==> config.mk <==
export PLATFORM = sky130hd
export DESIGN_NAME = booth_pp_gen_8x8
export DESIGN_NICKNAME = d
export VERILOG_FILES = /design/src/rtl/booth_pkg.sv /design/src/rtl/booth_row_sel.sv /design/src/rtl/booth_pp_gen_8x8.sv
export SDC_FILE = /design/constraint.sdc
export NUM_CORES = 1
export LEC_CHECK = 0
export CORE_MARGIN = 2
export CORE_UTILIZATION = 40
export CTS_CLUSTER_DIAMETER = 120
export DETAILED_ROUTE_END_ITERATION = 10
export DONT_BUFFER_PORTS = 1
export PLACE_DENSITY = 0.51
export SETUP_SLACK_MARGIN = 0.3
export SYNTH_ARGS = -nofsm -noshare
export SYNTH_HDL_FRONTEND = slang
export SYNTH_SLANG_ARGS = --single-unit
==> constraint.sdc <==
create_clock -name clk -period 1.7 [get_ports clk]
set_input_delay 0.425 -clock clk [delete_from_list [all_inputs] [get_ports clk]]
set_output_delay 0.425 -clock clk [all_outputs]
set_load 0.02 [all_outputs]
==> images/io_fan.png <==
Scale bar: 20 µm.
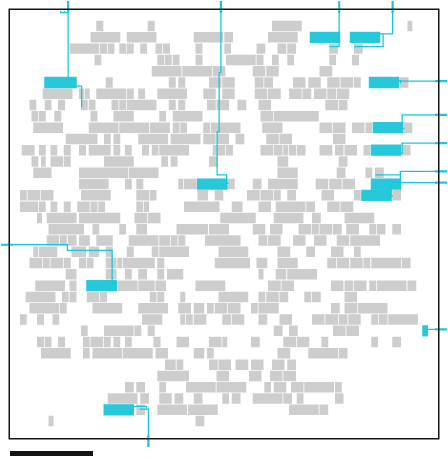
[pp02] cyan | bits: 12 | direction: output | end cells: 12 | buffers: 0 | wire: 216 µm
Ports: 78
Port Buf Inserts: 0

==> images/congestion.png <==
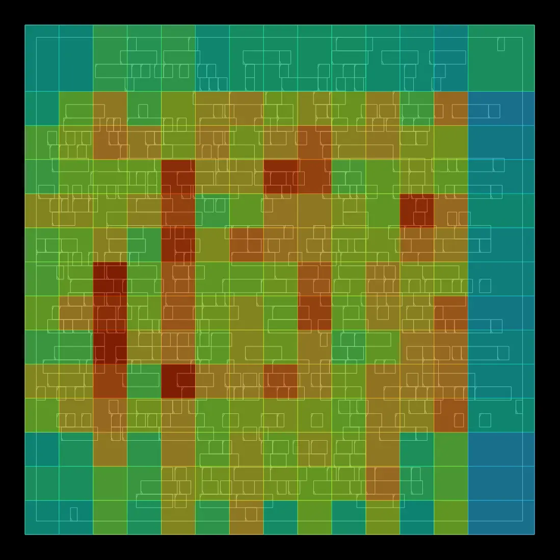
met2 Resource Use GR: 0.336
GRT met3 Usage: 0.0529
routed len/inst: 19.6 µm
most used routing layer: met2

==> images/wires.png <==
Only two layers are drawn.
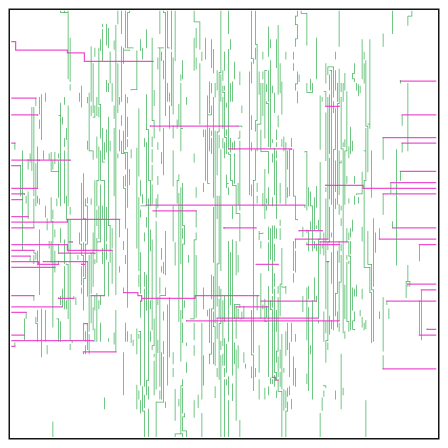
[metal 3] magenta | wire length: 666 µm
[metal 2] green | wire length: 5130 µm
Post-Route WL: 11100 µm
via count: 3388

==> summary.txt <==
nets@finish -> 457
VDD IR max -> 0.470 mV
gr usage total -> 0.215
top cells, area -> dfxtp_1, o21ai_0, and3b_1, o2111ai_1, o311ai_1
Tot Pwr -> 0.00359 W
share of cells above drive strength 1 -> 0.115
Final Slew Violations -> 0
worst slack, placed -> 0.234 ns
Max Cap Violations -> 0
Comb area -> 2230 µm²
largest net degree at the start of global routing -> 83
endpoints failing setup -> 0
Top cells excl fill/tap -> dfxtp_1, o21ai_0, a21oi_1
Tool Warnings -> 28
cell taking the most area after synthesis -> dfxtp_1
Top cell excl fill/tap -> dfxtp_1
initial antenna violation count -> 0
ant diodes -> 0
Period minus WS final -> 1.57 ns
status -> finished clean
area delta synth->final -> 8.15%
Pint -> 0.00257 W
WHS Path Cells -> 1
Worst Setup End Kind -> primary output
Worst Path Max Fanout -> 5
critical path arrival -> 1.15 ns
CORE AREA -> 9640 µm²
crit path kind -> reg -> out
Avg Vias per Cell -> 5.98
Seq/total area -> 0.341
FF+latch area -> 1450 µm²
Syn Area/Cell -> 8.78 µm²
worst-path cell chain -> and3b_2 > inv_4 > buf_12
NetSw -> 0.00102 W
Routability Congestion -> 0.756
Post-Syn Area -> 3930 µm²
reg2reg path depth -> 6
final setup TNS -> 0 ns
Filler cells -> 983
vias in the first global route -> 3235
max FFs per register -> 12
number of cells in Yosys stat -> 448
stage by stage:
stage	utilization	instance area, µm²	cells	hold WS (ns)
after floorplan	-	3950	450	0.440
after global placement	0.410	3950	547	0.462
after detailed placement	0.410	3950	547	0.471
after CTS	0.438	4220	566	0.121
after global routing	0.441	4250	567	0.111
final	0.441	4250	567	0.136
layer usage:
metal	part of all wire	wire length [µm]	vias up
met5	0	0	-
met4	0.013	142	0
met3	0.060	665	13
met2	0.46	5130	87
met1	0.47	5190	1625
li1	-	-	1663
synth_stat cells (all sizes together):
library cell / count
nand2: 4
xor2: 5
o2111ai: 28
conb: 1
ha: 3
a311oi: 3
xnor2: 3
nand3: 25
a211oi: 5
dfxtp: 72
o2bb2ai: 1
or3: 1
nor2: 9
o21ai: 61
inv: 3
and2: 28
nor2b: 28
nor3: 1
o22ai: 3
and3b: 32
o311ai: 28
nand2b: 5
buf: 34
clkbuf: 13
nand4b: 8
and2b: 1
a21oi: 43
repair_timing:
action / in CTS / in global routing
hold buffers: 0 / 0
setup buffers: 2 / 1
pin swaps: 1 / 2
setup endpoints to repair: 4 / 38
gates cloned: 2 / 0
resized: 4 / 7
logic make-up (layout without fill, tap and decap cells):
kind of cell	count (synthesis)	after routing	synth area share
compound gates	172	172	0.280
flops	72	72	0.367
simple gates	142	142	0.254
xor+xnor	8	8	0.0178
other cells	1	3	0.000954
fa+ha+maj	3	3	0.00955
buf+inv	50	34	0.0713
critical path, delay by kind of cell, from the launching register on:
kind / cells / cell delay, ns
AND/OR/NAND/NOR: 1 / 0.23
buffers and inverters: 2 / 0.18
flip-flops: 1 / 0.40
No activity file was given, so power comes from the tool's default toggle rates.
